### src/rtl/fetch_sequencer_if.sv
// rtl/fetch_sequencer_if.sv - fetch sequencer memory, redirect and decode-side signal bundle
interface fetch_sequencer_if #(
    parameter int DEPTH = 4
);
    localparam int CW = $clog2(DEPTH) + 1;

    logic          start;
    logic [31:0]   fetch_addr;
    logic [31:0]   mem_ins;
    logic          redirect;
    logic [31:0]   redirect_pc;
    logic          out_valid;
    logic          out_ready;
    logic [31:0]   out_ins;
    logic [31:0]   out_pc;
    logic [CW-1:0] count;
    logic          busy;

    modport master (
        output start, mem_ins, redirect, redirect_pc, out_ready,
        input  fetch_addr, out_valid, out_ins, out_pc, count, busy
    );

    modport slave (
        input  start, mem_ins, redirect, redirect_pc, out_ready,
        output fetch_addr, out_valid, out_ins, out_pc, count, busy
    );
endinterface

### src/rtl/fetch_sequencer.sv
// rtl/fetch_sequencer.sv - instruction fetch controller with prefetch FIFO and redirect flush
module fetch_sequencer #(
    parameter int RESET_PC  = 0,
    parameter int MEM_WORDS = 100,
    parameter int DEPTH     = 4
) (
    input  logic             clk,
    input  logic             rst,
    fetch_sequencer_if.slave bus
);
    localparam int          AW        = $clog2(DEPTH);
    localparam int          CW        = AW + 1;
    localparam logic [31:0] MEM_LIMIT = 32'(MEM_WORDS);
    localparam logic [31:0] PC_INIT   = 32'(RESET_PC);

    typedef enum logic [1:0] {S_IDLE, S_FETCH, S_DONE} state_t;

    state_t        r_state, w_state_next;
    logic [31:0]   r_pc, w_pc_next;
    logic [31:0]   r_ins_mem [DEPTH];
    logic [31:0]   r_pc_mem  [DEPTH];
    logic [AW-1:0] r_wr, r_rd;
    logic [CW-1:0] r_count;
    logic          w_push, w_pop, w_valid;

    always_comb begin
        w_valid = (r_count != '0);
        // A pop in the same cycle never frees room for a push: fullness is judged on registered count.
        w_push  = (r_state == S_FETCH) && (r_pc < MEM_LIMIT) &&
                  (r_count != CW'(DEPTH)) && !bus.redirect;
        w_pop   = w_valid && bus.out_ready;
    end

    always_comb begin
        w_state_next = r_state;
        w_pc_next    = r_pc;
        case (r_state)
            S_IDLE: begin
                if (bus.redirect) w_pc_next = bus.redirect_pc;
                if (bus.start)    w_state_next = S_FETCH;
            end
            S_FETCH: begin
                if (bus.redirect)  w_pc_next = bus.redirect_pc;
                else if (w_push)   w_pc_next = r_pc + 32'd1;
                if (w_pc_next >= MEM_LIMIT) w_state_next = S_DONE;
            end
            S_DONE: begin
                if (bus.redirect) begin
                    w_pc_next = bus.redirect_pc;
                    if (bus.redirect_pc < MEM_LIMIT) w_state_next = S_FETCH;
                end
            end
            default: w_state_next = S_IDLE;
        endcase
    end

    always_ff @(posedge clk or posedge rst) begin
        if (rst) begin
            r_state <= S_IDLE;
            r_pc    <= PC_INIT;
        end else begin
            r_state <= w_state_next;
            r_pc    <= w_pc_next;
        end
    end

    always_ff @(posedge clk or posedge rst) begin
        if (rst) begin
            r_wr    <= '0;
            r_rd    <= '0;
            r_count <= '0;
        end else if (bus.redirect && (r_state != S_IDLE)) begin
            r_wr    <= '0;
            r_rd    <= '0;
            r_count <= '0;
        end else begin
            if (w_push) r_wr <= r_wr + AW'(1);
            if (w_pop)  r_rd <= r_rd + AW'(1);
            case ({w_push, w_pop})
                2'b10:   r_count <= r_count + CW'(1);
                2'b01:   r_count <= r_count - CW'(1);
                default: r_count <= r_count;
            endcase
        end
    end

    // Entry storage needs no reset; outputs are gated by count.
    always_ff @(posedge clk) begin
        if (w_push) begin
            r_ins_mem[r_wr] <= bus.mem_ins;
            r_pc_mem[r_wr]  <= r_pc;
        end
    end

    assign bus.fetch_addr = r_pc;
    assign bus.out_valid  = w_valid;
    assign bus.out_ins    = w_valid ? r_ins_mem[r_rd] : 32'd0;
    assign bus.out_pc     = w_valid ? r_pc_mem[r_rd]  : 32'd0;
    assign bus.count      = r_count;
    assign bus.busy       = (r_state == S_FETCH) || w_valid;
endmodule
### src/flat_wrapper.sv
// flat-port wrapper written by rule: the top's interface ports become plain ports
module fetch_sequencer_flat 
#(
    parameter int RESET_PC  = 0,
    parameter int MEM_WORDS = 100,
    parameter int DEPTH     = 4
)
  (clk, rst, bus_start, bus_mem_ins, bus_redirect, bus_redirect_pc, bus_out_ready, bus_fetch_addr, bus_out_valid, bus_out_ins, bus_out_pc, bus_count, bus_busy);
  fetch_sequencer_if #(.DEPTH(DEPTH)) bus_i ();
  input  logic clk;
  input  logic rst;
  input wire logic [$bits(bus_i.start)-1:0] bus_start;
  input wire logic [$bits(bus_i.mem_ins)-1:0] bus_mem_ins;
  input wire logic [$bits(bus_i.redirect)-1:0] bus_redirect;
  input wire logic [$bits(bus_i.redirect_pc)-1:0] bus_redirect_pc;
  input wire logic [$bits(bus_i.out_ready)-1:0] bus_out_ready;
  output wire logic [$bits(bus_i.fetch_addr)-1:0] bus_fetch_addr;
  output wire logic [$bits(bus_i.out_valid)-1:0] bus_out_valid;
  output wire logic [$bits(bus_i.out_ins)-1:0] bus_out_ins;
  output wire logic [$bits(bus_i.out_pc)-1:0] bus_out_pc;
  output wire logic [$bits(bus_i.count)-1:0] bus_count;
  output wire logic [$bits(bus_i.busy)-1:0] bus_busy;
  assign bus_i.start = bus_start;
  assign bus_i.mem_ins = bus_mem_ins;
  assign bus_i.redirect = bus_redirect;
  assign bus_i.redirect_pc = bus_redirect_pc;
  assign bus_i.out_ready = bus_out_ready;
  assign bus_fetch_addr = bus_i.fetch_addr;
  assign bus_out_valid = bus_i.out_valid;
  assign bus_out_ins = bus_i.out_ins;
  assign bus_out_pc = bus_i.out_pc;
  assign bus_count = bus_i.count;
  assign bus_busy = bus_i.busy;
  fetch_sequencer #(.RESET_PC(RESET_PC), .MEM_WORDS(MEM_WORDS), .DEPTH(DEPTH)) u_core (.clk(clk), .rst(rst), .bus(bus_i));
endmodule
### config.mk
export PLATFORM = sky130hd
export DESIGN_NAME = fetch_sequencer_flat
export DESIGN_NICKNAME = d
export VERILOG_FILES = /design/src/rtl/fetch_sequencer_if.sv /design/src/rtl/fetch_sequencer.sv /design/src/flat_wrapper.sv
export SDC_FILE = /design/constraint.sdc
export NUM_CORES = 1
export LEC_CHECK = 0
export ABC_AREA = 1
export CORE_UTILIZATION = 55
export DETAILED_ROUTE_END_ITERATION = 12
export PLACE_DENSITY = 0.8
export SYNTH_ARGS = -nofsm -noshare
export SYNTH_HDL_FRONTEND = slang
export SYNTH_SLANG_ARGS = --single-unit
export TNS_END_PERCENT = 50
### constraint.sdc
create_clock -name clk -period 4.65 [get_ports clk]
set_input_delay 0.93 -clock clk [delete_from_list [all_inputs] [get_ports clk]]
set_output_delay 0.93 -clock clk [all_outputs]
set_load 0.02 [all_outputs]
==> reports/qor.csv <==
stage,metric,value,unit
sta,layout_setup_ws,0.618,ns
route,drc,0,
critical_path,crit_cells,6,
job,tool_warnings,32,
critical_path,worstPathCellList,buf_12 > nor2_1 > nor2_1 > o21ai_0 > a21oi_1 > clkdlybuf4s50_1,
synth,synth_cells,1156,
sta,clock_skew,0.0168,ns
power_and_ir_drop,power.density,654,nW/um^2
cells_and_area,fillers,1504,
critical_path,regToRegSetupSlack,1.11,ns
global_route,grt_start_max_net_pins,130,
critical_path,arrival,3.10,ns
global_route,grt_usage,25.8,%
global_route,gr-max-usage-layer,met2,
cells_and_area,final_area,15500,sq um
floorplan,io_pins,170,
floorplan,initCoreUtil,56.9,%
place,gp_congestion,0.874,
synth,ys_chip_area,12600,sq um
place,port_buffers,169,
cells_and_area,syn2layout_area_growth,23.5,%
synth,avgSynthCellArea,10.9,sq um
power_and_ir_drop,p_leak,5.50,nW
sta,tns,0,ns
clock_network,numCtsBuffers,28,
global_route,antenna_found_initial,0,
synth,edf_count,256,
floorplan,die_width,153,um
global_route,grt_overflow,0,
cells_and_area,final_layout_size_suffix_gt1_share,5.42,%
critical_path,start_kind,register,
cells_and_area,layout_top_cell,nor2_1,
global_route,globalRouteMet3Util,3.32,%
sta,finalHoldViolCount,0,
synth,netlist_area,12600,sq um
global_route,grt.met1_usage,34.5,%
synth,synth-seq-cells,297,
synth,synth_cell_types,37,
critical_path,reg2reg_to,u_core.r_ins_mem[1][16],
floorplan,rows,54,
job,maxCapViolations,0,
floorplan,core_area,22100,sq um
min_path,min_path_cells,2,
sta,fin_crit_sh,86.7,%
power_and_ir_drop,p_total,10.1,mW
critical_path,cp_common_cell,nor2_1,
floorplan,die_area,23500,sq um
critical_path,endpoint,bus_out_pc[3],
critical_path,reg2reg_depth,9,
sta,slew_viol_final,0,
sta,finalSetupViolCount,0,
critical_path,cp_num_buf_inv,2,
critical_path,crit_start,u_core.r_rd[0],
sta,max_freq,248,MHz
outcome,status,"complete, no violations",
floorplan,die_h,153,um
cells_and_area,layout_top_cells,"nor2_1, edfxtp_1, clkdlybuf4s50_1",
clock_network,cts_tree,built,
layer usage:
metal  wire, um  share of wire (%)
met5          0                  0
met4        735                2.4
met3       2240                7.5
met2      14700                 49
met1      12300                 41
kinds of logic after synthesis:
kind of cell             count (synthesis)  share of synthesized area [%]
AND/OR/NAND/NOR                        482                           15.2
AND-OR/OR-AND                          258                           11.2
buffers and inverters                  109                           3.37
XOR/XNOR                                 4                          0.279
flip-flops                             297                           69.3
adder cells (fa/ha/maj)                  6                          0.657
cells in the mapped netlist, types with 3 or more instances:
master | count | share of area, %
inv_1 | 39 | 1.2
nand3_1 | 20 | 0.80
o22ai_1 | 5 | 0.25
nor4_1 | 6 | 0.30
buf_2 | 5 | 0.20
o21ai_0 | 145 | 5.8
nand4_1 | 7 | 0.35
dfrtp_1 | 41 | 8.2
xor2_1 | 3 | 0.21
nand2_1 | 125 | 3.7
a21boi_0 | 4 | 0.24
buf_1 | 11 | 0.33
a21oi_1 | 71 | 2.8
edfxtp_1 | 256 | 61
nor3_1 | 8 | 0.32
nor2_1 | 309 | 9.2
o221ai_1 | 16 | 1.1
inv_2 | 3 | 0.090
clkbuf_1 | 48 | 1.4
o211ai_1 | 10 | 0.60
ha_1 | 5 | 0.50
power breakdown:
group	total [mW]	internal, mW	switching (mW)	leakage, nW
Combinational	4.14	1.67	2.48	2.25
Sequential	3.76	3.22	0.539	2.81
Clock	2.24	1.31	0.936	0.434
layout make-up:
class                   count  area (sq um)  share of cell area, %
clock buffers              38           759                   4.89
clock inverters            14           144                  0.927
inverters                  43           163                   1.05
multi-input cells         750          3470                   22.3
flip-flops and latches    297          8720                   56.2
well taps                 280           350                   2.26
repair buffers            186          1920                   12.4
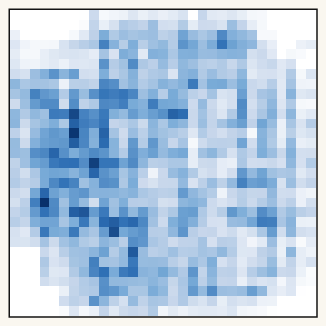
Figure 1: wiring heat map.
Scale: 2 px per um. The die is cut into 31 by 31 equal tiles; white is low, dark blue is high, scaled to the fullest tile. Values are wire area over tile area, all layers added.
18% of the tiles are over half the peak. The fullest tile reaches 0.65. The densest ninth of the die: west. The mean over all tiles is 0.21.
Post-Route WL: 30.0 mm
Via Count: 9167
per-cell routed wire length: 18.7 um

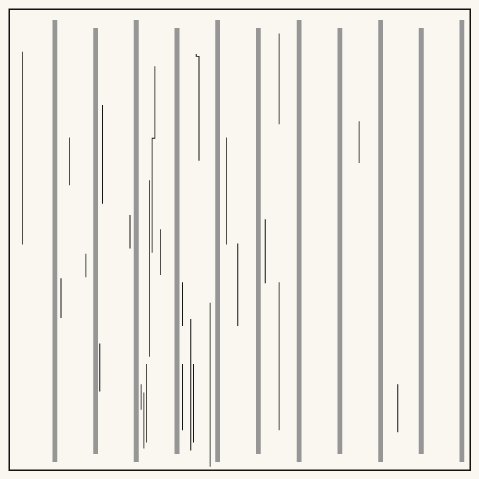
Figure 2: metal 4.
Scale: 3 px per um. Supply wires on this layer in grey.
The layer carries 736 um of wire. The wires run mostly vertical. The layer holds 2.5% of the routed length.

Power is estimated from default activity; no workload was simulated.
